===== config.mk =====
export PLATFORM = sky130hd
export DESIGN_NAME = apb_slave_regs
export DESIGN_NICKNAME = d
export VERILOG_FILES = /design/src/rtl/apb_resp_pkg.sv /design/src/rtl/apb_phase_fsm.sv /design/src/rtl/apb_slave_regs.sv
export SDC_FILE = /design/constraint.sdc
export NUM_CORES = 1
export LEC_CHECK = 0
export ABC_CLOCK_PERIOD_IN_PS = 5500
export CAP_MARGIN = 10
export CORE_ASPECT_RATIO = 1.25
export CORE_UTILIZATION = 45
export CTS_CLUSTER_SIZE = 16
export DETAILED_ROUTE_END_ITERATION = 8
export HOLD_SLACK_MARGIN = 0.12
export PLACE_DENSITY = 0.65
export SKIP_CTS_REPAIR_TIMING = 1
export SLEW_MARGIN = 20
export SYNTH_ARGS = -nofsm -noshare
export SYNTH_HDL_FRONTEND = slang
export SYNTH_HIERARCHICAL = 1
export SYNTH_SLANG_ARGS = --single-unit
export TNS_END_PERCENT = 30

===== constraint.sdc =====
create_clock -name hclk -period 5.5 [get_ports hclk]
set_input_delay 0.55 -clock hclk [delete_from_list [all_inputs] [get_ports hclk]]
set_output_delay 0.55 -clock hclk [all_outputs]
set_load 0.02 [all_outputs]

===== src/rtl/apb_resp_pkg.sv =====
// Shared types and constants for the APB register responder.
// Covers the phase encoding, the default ID word and the fixed register slots.
package apb_resp_pkg;

    typedef enum logic [1:0] {
        PH_IDLE   = 2'd0,
        PH_SETUP  = 2'd1,
        PH_ACCESS = 2'd2
    } phase_t;

    localparam logic [31:0] DEFAULT_ID_VALUE = 32'hA9B0_0001;

    // The two highest register indices are reserved for the counter and ID words.
    function automatic int counter_slot(input int num_regs);
        return num_regs - 2;
    endfunction

    function automatic int id_slot(input int num_regs);
        return num_regs - 1;
    endfunction

endpackage


===== src/rtl/apb_phase_fsm.sv =====
// APB setup/access phase tracker.
// Latches the setup address/direction, flags protocol violations and signals commits.
module apb_phase_fsm
    import apb_resp_pkg::*;
#(
    parameter int IDX_W = 4
) (
    input  logic             hclk,
    input  logic             hreset,
    input  logic             psel,
    input  logic             penable,
    input  logic             pwrite,
    input  logic [31:0]      paddr,
    output logic             commit,
    output logic             setup_evt,
    output logic             violation,
    output logic             commit_write,
    output logic [IDX_W-1:0] commit_idx
);

    phase_t      state_reg;
    logic [31:0] addr_reg;
    logic        write_reg;
    logic        access_ok;

    assign setup_evt    = psel & ~penable;
    assign access_ok    = psel & penable & (paddr == addr_reg) & (pwrite == write_reg);
    assign commit_write = write_reg;
    assign commit_idx   = addr_reg[IDX_W+1:2];

    // Commit must act in the access cycle itself so a following setup sees the new data.
    always_comb begin
        commit    = 1'b0;
        violation = 1'b0;
        case (state_reg)
            PH_IDLE:   violation = psel & penable;
            PH_SETUP: begin
                commit    = access_ok;
                violation = ~access_ok;
            end
            PH_ACCESS: violation = psel & penable;
            default:   violation = 1'b0;
        endcase
    end

    always_ff @(posedge hclk) begin
        if (hreset) begin
            state_reg <= PH_IDLE;
            addr_reg  <= '0;
            write_reg <= 1'b0;
        end else if (setup_evt) begin
            state_reg <= PH_SETUP;
            addr_reg  <= paddr;
            write_reg <= pwrite;
        end else if (commit) begin
            state_reg <= PH_ACCESS;
        end else begin
            state_reg <= PH_IDLE;
        end
    end

endmodule


===== src/rtl/apb_slave_regs.sv =====
// APB responder with a general register bank, transfer counters, an ID word
// and a sticky protocol-error flag. Every transfer is exactly setup + access.
module apb_slave_regs
    import apb_resp_pkg::*;
#(
    parameter int          NUM_REGS = 16,
    parameter logic [31:0] ID_VALUE = DEFAULT_ID_VALUE
) (
    input  logic        hclk,
    input  logic        hreset,
    input  logic        psel,
    input  logic        penable,
    input  logic        pwrite,
    input  logic [31:0] paddr,
    input  logic [31:0] pwdata,
    input  logic        err_clr,
    output logic [31:0] prdata,
    output logic        perr
);

    localparam int IDX_W = $clog2(NUM_REGS);
    localparam logic [IDX_W-1:0] CNT_SLOT = IDX_W'(counter_slot(NUM_REGS));
    localparam logic [IDX_W-1:0] ID_SLOT  = IDX_W'(id_slot(NUM_REGS));

    logic             commit;
    logic             setup_evt;
    logic             violation;
    logic             commit_write;
    logic [IDX_W-1:0] commit_idx;
    logic [IDX_W-1:0] rd_idx;
    logic [31:0]      rd_value;
    logic [31:0]      gp_q [NUM_REGS];
    logic [15:0]      wr_cnt_reg;
    logic [15:0]      rd_cnt_reg;
    logic [31:0]      prdata_reg;
    logic             perr_reg;

    apb_phase_fsm #(
        .IDX_W(IDX_W)
    ) u_phase_fsm (
        .hclk        (hclk),
        .hreset      (hreset),
        .psel        (psel),
        .penable     (penable),
        .pwrite      (pwrite),
        .paddr       (paddr),
        .commit      (commit),
        .setup_evt   (setup_evt),
        .violation   (violation),
        .commit_write(commit_write),
        .commit_idx  (commit_idx)
    );

    for (genvar gi = 0; gi < NUM_REGS; gi++) begin : g_reg
        if (gi < NUM_REGS - 2) begin : g_rw
            logic [31:0] q_reg;
            always_ff @(posedge hclk) begin
                if (hreset) begin
                    q_reg <= '0;
                end else if (commit && commit_write && commit_idx == IDX_W'(gi)) begin
                    q_reg <= pwdata;
                end
            end
            assign gp_q[gi] = q_reg;
        end else begin : g_fixed
            assign gp_q[gi] = '0;
        end
    end

    assign rd_idx = paddr[IDX_W+1:2];

    always_comb begin
        rd_value = gp_q[rd_idx];
        if (rd_idx == CNT_SLOT) begin
            rd_value = {wr_cnt_reg, rd_cnt_reg};
        end else if (rd_idx == ID_SLOT) begin
            rd_value = ID_VALUE;
        end
    end

    // A write to the counter slot is itself a counted access; the clear takes priority.
    always_ff @(posedge hclk) begin
        if (hreset) begin
            wr_cnt_reg <= '0;
            rd_cnt_reg <= '0;
        end else if (commit) begin
            if (commit_write && commit_idx == CNT_SLOT) begin
                wr_cnt_reg <= '0;
                rd_cnt_reg <= '0;
            end else if (commit_write) begin
                if (wr_cnt_reg != 16'hFFFF) wr_cnt_reg <= wr_cnt_reg + 16'd1;
            end else begin
                if (rd_cnt_reg != 16'hFFFF) rd_cnt_reg <= rd_cnt_reg + 16'd1;
            end
        end
    end

    always_ff @(posedge hclk) begin
        if (hreset) begin
            prdata_reg <= '0;
            perr_reg   <= 1'b0;
        end else begin
            if (setup_evt) prdata_reg <= rd_value;
            if (violation) begin
                perr_reg <= 1'b1;
            end else if (err_clr) begin
                perr_reg <= 1'b0;
            end
        end
    end

    assign prdata = prdata_reg;
    assign perr   = perr_reg;

endmodule


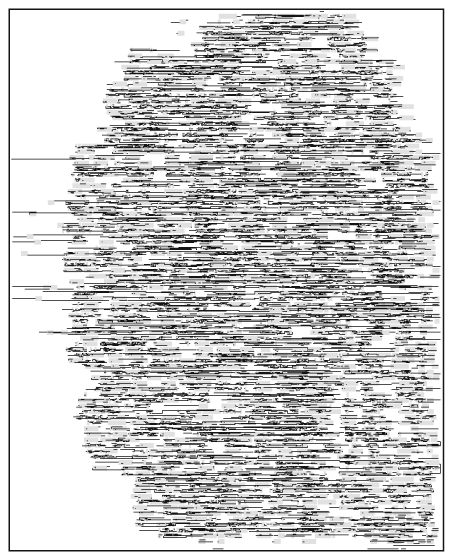
Figure 1: run 1, met1 routing.
wire length on this layer	29.2 mm
main direction	horizontal
longest straight run	92.0 um
nets with wire on the layer	2771
share of all routed wire	39%
final wirelength: 74400 um
via count: 20.8k
grt met1 use: 0.340

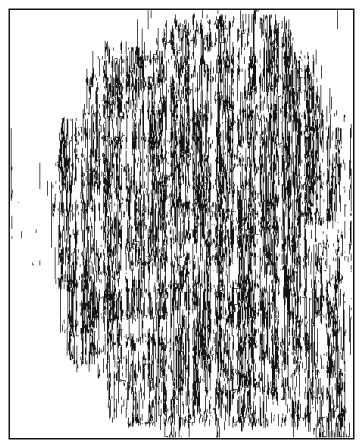
Figure 2: run 1, signal wires on met2.
nets with wire on the layer	2223
share of all routed wire	49%
longest straight run	87.5 um
main direction	vertical

==> impl_metrics.json, run 1 <==
{
  "ys_chip_area_sq_um": 24000,
  "warnings": 38,
  "worstPathMaxFanout": 23,
  "yosys.area.top_type": "dfxtp_1",
  "crit_arrival_ns": 4.83,
  "layout.cells.most_common": "nand2_1",
  "seq_cells": 548,
  "coreArea_sq_um": 52600,
  "root_buffer": "clkbuf_16",
  "cpPeakStageDelay_ns": 0.79,
  "initCoreUtil": 0.456,
  "top_cells_by_area": "dfxtp_1 46%, nand2_1 16%, a21oi_1 11%",
  "hp-start": "paddr[3]",
  "setup_ws_ns": 1.17,
  "largest_reg_flops": 448,
  "whs_path_depth": 3,
  "layout_worst_path_cycle_share": 0.787,
  "num_rows": 94,
  "crit_end": "g_reg[4].g_rw.q_reg[16]",
  "layout_top_cells": "1005 x nand2_1, 548 x dfxtp_1, 540 x a21oi_1, 97 x clkdlybuf4s50_1, 96 x mux4_2",
  "clock_area_frac": 0.0672,
  "numCtsBuffers": 52,
  "clock_sinks": 548,
  "nets": 2925,
  "die.size.y_um": 260,
  "status": "completed",
  "buffer_area_frac": 0.0523,
  "ant_nets": 0,
  "first_pass_iters": 6,
  "slew_violations": 0,
  "syn_inst": 2901,
  "place.detailed.hpwl_um": 43600,
  "cts_tree": "built",
  "r2r_slack_ns": 1.17,
  "critPathSlowestCell": "dfxtp_1",
  "antenna_found_initial": 4,
  "endpoint_kind": "flop",
  "criticalPathCategory": "flop to flop",
  "synth_cell_type_count": 61,
  "grt_pass1_wl_um": 115000,
  "io_pins": 103
}
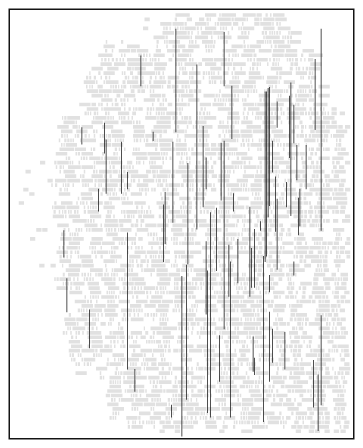
Figure 3: run 1, signal wires on met4.
wire length on this layer	2940 um
nets with wire on the layer	40
longest straight run	124 um
share of all routed wire	4.0%

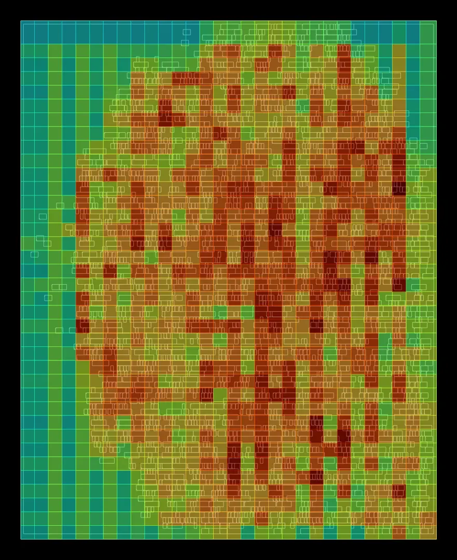
Figure 4: run 1, track usage over the die.
GRT Max-Usage Layer: met2
GRT Total Usage: 0.271
GR Layer Usage met3: 0.0383
Core Util, Final: 0.513

-- run 1: routing by layer --
metal | share of wire | GRT usage
met1 | 0.39 | 0.340
met2 | 0.49 | 0.461
met3 | 0.081 | 0.0383
met4 | 0.039 | 0.122
met5 | 0.00017 | 0
-- run 1: power by group --
group | leakage, nW | switching, mW | total (mW) | internal (mW)
Sequential | 4.42 | 0.0176 | 4.00 | 3.98
Combinational | 3.33 | 0.278 | 0.414 | 0.136
Clock | 0.894 | 1.57 | 3.85 | 2.29
-- run 1: logic make-up (layout without fill, tap and decap cells) --
kind of cell             after synthesis  in the layout  synth area share
adder cells (fa/ha/maj)                2              2           0.00104
flip-flops                           548            548             0.458
AND/OR/NAND/NOR                     1188           1188             0.201
buffers and inverters                279            268            0.0535
AND-OR/OR-AND                        687            687             0.157
XOR/XNOR                              46             46            0.0168
multiplexers                         151            151             0.113
other                                  0              2                 0
-- run 1: stage by stage --
step	hold slack (ns)	utilization	cells	total power [mW]	instance area, sq um
after detailed placement	0.443	0.478	3471	4.50	25100
after floorplan	0.432	-	2901	4.35	24000
after global routing	0.351	0.513	3563	8.49	27000
after CTS	0.327	0.513	3562	8.31	27000
final	0.332	0.513	3564	8.27	27000
after global placement	0.438	0.478	3471	4.49	25100
-- run 1: Yosys cell counts (5+ instances only) --
cell type and n:
xor2_1 26, buf_4 19, nand2b_1 10, o22ai_1 24, o21ai_1 7, mux2i_1 55
a31o_2 5, buf_6 12, inv_1 29, a211o_1 6, nand3_1 13, o211ai_1 12
a211oi_1 15, o31ai_1 8, mux4_2 96, nor2_1 75, a21oi_1 540, a22oi_1 18
nand2_1 1005, nand3b_1 8, nor4_1 9, xnor2_1 20, or4_1 5, o21ai_0 27
o221ai_1 7, dfxtp_1 548, nor2b_1 11, buf_2 47, or3_1 12, nand4_1 11
clkbuf_1 166
Figure 5. Local utilization (run 1).
The bar under the picture is 50 um long. The die is cut into 21 by 26 equal tiles; dark blue is low, red is high, 0 to 100% covered.
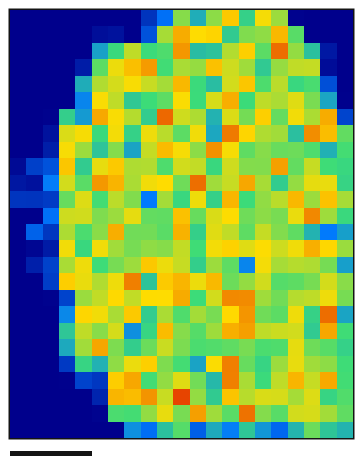

==> inputs of run 2 (changes only) <==
--- a/config.mk
+++ b/config.mk
@@ -5,14 +5,14 @@
 export SDC_FILE = /design/constraint.sdc
 export NUM_CORES = 1
 export LEC_CHECK = 0
-export ABC_CLOCK_PERIOD_IN_PS = 5500
+export ABC_CLOCK_PERIOD_IN_PS = 3700
 export CAP_MARGIN = 10
 export CORE_ASPECT_RATIO = 1.25
 export CORE_UTILIZATION = 45
 export CTS_CLUSTER_SIZE = 16
 export DETAILED_ROUTE_END_ITERATION = 8
 export HOLD_SLACK_MARGIN = 0.12
-export PLACE_DENSITY = 0.65
+export PLACE_DENSITY = 0.67
 export SKIP_CTS_REPAIR_TIMING = 1
 export SLEW_MARGIN = 20
 export SYNTH_ARGS = -nofsm -noshare
==> constraint.sdc (replaced) <==
create_clock -name hclk -period 3.7 [get_ports hclk]
set_input_delay 0.37 -clock hclk [delete_from_list [all_inputs] [get_ports hclk]]
set_output_delay 0.37 -clock hclk [all_outputs]
set_load 0.02 [all_outputs]
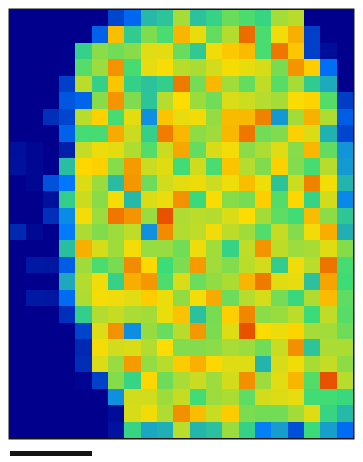
Figure 6: run 2, local utilization.
The bar under the picture is 50 um long. The die is cut into 21 by 26 equal tiles; dark blue is low, red is high, 0 to 100% covered.
mean over tiles	49%
fullest tile	91%
nearly empty tiles	18%
emptiest ninth of the die	bottom left
core area: 52600 sq um
floorplan core density: 0.456
Core Util, Final: 0.521

==> run 2 against run 1 <==
Clock skew grew 0.00064 ns. Clock power up 41%. Core utilization is 0.85 points higher. Worst setup slack worse by 0.61 ns. Power up 45%. Die size unchanged. Maximum frequency rose by 38%. Combinational power increased by 49%. Area after synthesis is the same. Global-route usage shrank 0.34 points. Largest cell class unchanged. Largest power group unchanged.
==> impl_metrics.json, run 2 <==
{
  "top_cells_by_count": "1005 x nand2_1, 548 x dfxtp_1, 540 x a21oi_1",
  "antenna_found_initial": 5,
  "top_cells_by_area": "dfxtp_1 46%, nand2_1 16%, a21oi_1 11%",
  "num_rows": 94,
  "grt_pass1_wl_um": 113000,
  "worstPathMaxFanout": 8,
  "numCtsBuffers": 51,
  "criticalPathCategory": "flop to flop",
  "slew_violations": 0,
  "largest_reg_flops": 448,
  "synth_cell_type_count": 61,
  "p_total_mw": 12.0,
  "place_inst": 3495,
  "ys_sh_mux": 0.113,
  "endpoint_kind": "flop",
  "io_pins": 103,
  "fa_ha_area_frac": 0.00104,
  "ant_nets": 0,
  "warnings": 38,
  "syn_inst": 2901,
  "cts_tree": "built",
  "holdWs_ns": 0.105,
  "ys_top_logic_family": "simple AND/OR/NAND/NOR gates",
  "layout.cells.most_common": "nand2_1",
  "clock_sinks": 548,
  "nets": 2948,
  "post_dp_cell_area_sq_um": 25700,
  "setup_ws_ns": 0.561,
  "place.detailed.hpwl_um": 42200,
  "status": "completed",
  "fin_cells": 3593,
  "die.size.y_um": 260
}
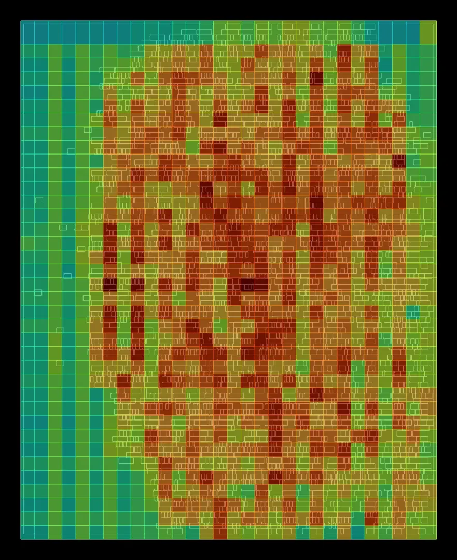
Figure 7: run 2, track usage over the die.
grt met1 use: 0.320
GR Layer Usage met3: 0.0386
M2 GR Usage: 0.477
mean routed wirelength per cell: 20.5 um

## run 2: cell counts after synthesis
No cell type changed its count.
## run 2: cells by family after synthesis
logic type	count (synthesis)
muxes	151
DFF	548
xor gates and xnor gates	46
adders and majority gates	2
and+or+nand+nor	1188
buffers and inverters	279
AOI/OAI and AO/OA	687
## run 2: layer usage
layer	global-route usage	part of all wire	wire [um]	up-vias
met5	0	0.00042	31	-
met4	0.111	0.034	2510	4
met3	0.0386	0.081	5980	166
met2	0.477	0.50	37000	885
met1	0.320	0.38	27900	10057
li1	-	-	-	9784
## run 2: layout make-up
cell class                 instances  area [sq um]
fill                            4711         25200
multi-input combinational       2074         11800
sequential                       548         11000
timing repair buffer             171          1930
clock buffer                      73          1550
tap                              672           841
clock inverter                    21           188
inverter                          30           113
antenna                            4          10.0
## run 2: power by group
part / total (mW) / switching [mW] / leakage [nW] / internal, mW
Combinational: 0.617 / 0.407 / 3.57 / 0.210
Sequential: 5.94 / 0.0216 / 4.42 / 5.92
Clock: 5.43 / 2.31 / 0.868 / 3.12
## run 2: path summary, 6_finish.rpt
kind / cells past startpoint / start / slack, ns / endpoint
setup / recovery: 11 / u_phase_fsm/addr_reg[20] / 0.56 / wr_cnt_reg[13]
setup reg to reg: 11 / u_phase_fsm/addr_reg[20] / 0.56 / wr_cnt_reg[13]
hold / removal: 3 / paddr[2] / 0.11 / u_phase_fsm/addr_reg[2]
hold reg to reg: 2 / g_reg[1].g_rw.q_reg[14] / 0.45 / g_reg[1].g_rw.q_reg[14]
## run 2: worst max-delay path: stages, from the launching register on
cell and delay, ns:
dfxtp_1 0.32, xnor2_1 0.30, nand4_1 0.15, or4_4 0.56, nor4_1 0.26, buf_4 0.18
nand2_2 0.19, nor3_2 0.31, o311ai_2 0.16, buf_4 0.18, or3_1 0.30, a21oi_1 0.15
Figure 8. Signal wires on met2 (run 2).
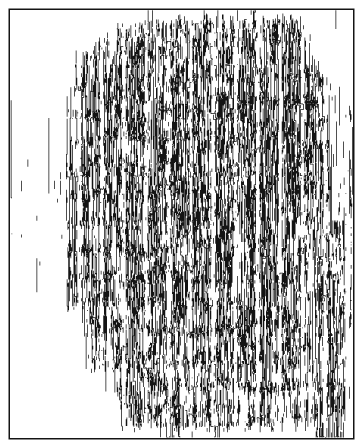

==> inputs of run 3 (changes only) <==
--- a/config.mk
+++ b/config.mk
@@ -5,14 +5,14 @@
 export SDC_FILE = /design/constraint.sdc
 export NUM_CORES = 1
 export LEC_CHECK = 0
-export ABC_CLOCK_PERIOD_IN_PS = 3700
+export ABC_CLOCK_PERIOD_IN_PS = 3200
 export CAP_MARGIN = 10
 export CORE_ASPECT_RATIO = 1.25
 export CORE_UTILIZATION = 45
 export CTS_CLUSTER_SIZE = 16
 export DETAILED_ROUTE_END_ITERATION = 8
 export HOLD_SLACK_MARGIN = 0.12
-export PLACE_DENSITY = 0.67
+export PLACE_DENSITY = 0.65
 export SKIP_CTS_REPAIR_TIMING = 1
 export SLEW_MARGIN = 20
 export SYNTH_ARGS = -nofsm -noshare
==> constraint.sdc (replaced) <==
create_clock -name hclk -period 3.2 [get_ports hclk]
set_input_delay 0.32 -clock hclk [delete_from_list [all_inputs] [get_ports hclk]]
set_output_delay 0.32 -clock hclk [all_outputs]
set_load 0.02 [all_outputs]
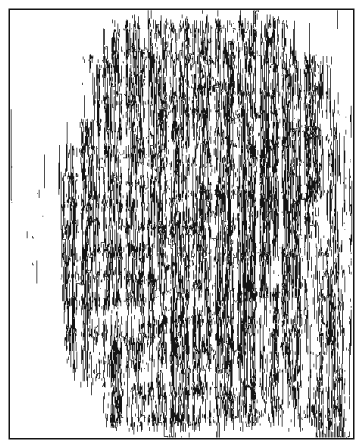
Figure 9: run 3, signal wires on met2.
longest straight run	94.9 um
main direction	vertical
nets with wire on the layer	2264
final wirelength: 74100 um
via count: 21.0k
M2 GR Usage: 0.473

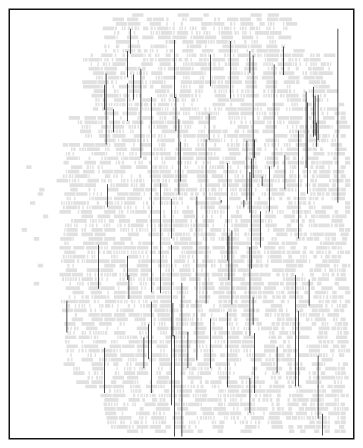
Figure 10: run 3, signal wires on met4.

==> run 3 against run 2 <==
Core utilization increased by 0.69 points. Hold slack better by 0.18 ns. Area after synthesis did not move. Critical path type unchanged. Via count rose by 0.45%. Worst setup slack got worse by 0.34 ns. Largest power group unchanged. Cell area grew 1.3%. Global-route usage increased by 0.24 points.
==> impl_metrics.json, run 3 <==
{
  "status": "completed",
  "crit_chain": "xnor2_1, nand4_1, or4_4, nor4_1, buf_4, and2_1, nand3b_1, nor2_2, buf_12, nand2_1, a21oi_1",
  "criticalPathCategory": "flop to flop",
  "clock_sinks": 548,
  "worstPathMaxFanout": 24,
  "antenna_found_initial": 4,
  "num-fill-cells": 4756,
  "crit_family": "simple AND/OR/NAND/NOR gates",
  "p_sw_mw": 3.14,
  "p_comb_mw": 0.745,
  "die.size.y_um": 260,
  "cp.buffers_inverters": 2,
  "fin_util": 0.528,
  "coreArea_sq_um": 52600,
  "num_rows": 94,
  "warnings": 38,
  "p_sw_frac": 0.228,
  "post_dp_cell_area_sq_um": 26100,
  "io_pins": 103,
  "endpoint_kind": "flop",
  "nets": 2990,
  "clockPowerShare": 0.446,
  "top_cells_by_area": "dfxtp_1 46%, nand2_1 16%, a21oi_1 11%",
  "place_inst": 3536,
  "p_total_mw": 13.8,
  "fin_cells": 3628,
  "pwr-share-seq": 0.499
}
## run 3: area by class of cell
cell class	instances	area, sq um	area share
Sequential cell	548	11000	0.395
Clock buffer	77	1520	0.0546
Timing Repair Buffer	212	2360	0.0851
Tap cell	672	841	0.0303
Antenna cell	3	7.51	0.000270
Multi-Input combinational cell	2074	11800	0.425
Inverter	30	113	0.00405
Clock inverter	12	153	0.00550
## run 3: stage by stage
stage / hold WS [ns] / setup slack, ns
2_1_floorplan: 0.432 / 0.291
3_3_place_gp: 0.438 / -0.200
3_5_place_dp: 0.444 / -0.211
4_1_cts: 0.299 / 0.208
5_1_grt: 0.343 / 0.0312
6_report: 0.285 / 0.225
## run 3: worst paths after layout
path	from	to	slack, ns	cells after the start
min	hreset	g_reg[0].g_rw.q_reg[31]	0.29	2
max reg2reg	u_phase_fsm/addr_reg[3]	g_reg[11].g_rw.q_reg[10]	0.22	11
max	u_phase_fsm/addr_reg[3]	g_reg[11].g_rw.q_reg[10]	0.22	11
min reg2reg	g_reg[3].g_rw.q_reg[19]	g_reg[3].g_rw.q_reg[19]	0.45	2
## run 3: logic make-up (layout without fill, tap and decap cells)
group | Yosys count | count (layout) | synth area share
other cells | 0 | 3 | 0
flops | 548 | 548 | 0.458
buf+inv | 279 | 331 | 0.0535
fa+ha+maj | 2 | 2 | 0.00104
simple gates | 1188 | 1188 | 0.201
compound gates | 687 | 687 | 0.157
xor+xnor | 46 | 46 | 0.0168
mux | 151 | 151 | 0.113
## run 3: per-layer routing
layer | vias to the layer above | GRT usage | part of all wire
li1 | 9849 | - | -
met1 | 10144 | 0.331 | 0.39
met2 | 839 | 0.473 | 0.49
met3 | 157 | 0.0447 | 0.079
met4 | 2 | 0.101 | 0.035
met5 | - | 0 | 0.00018
Power and IR drop assume default switching activity.
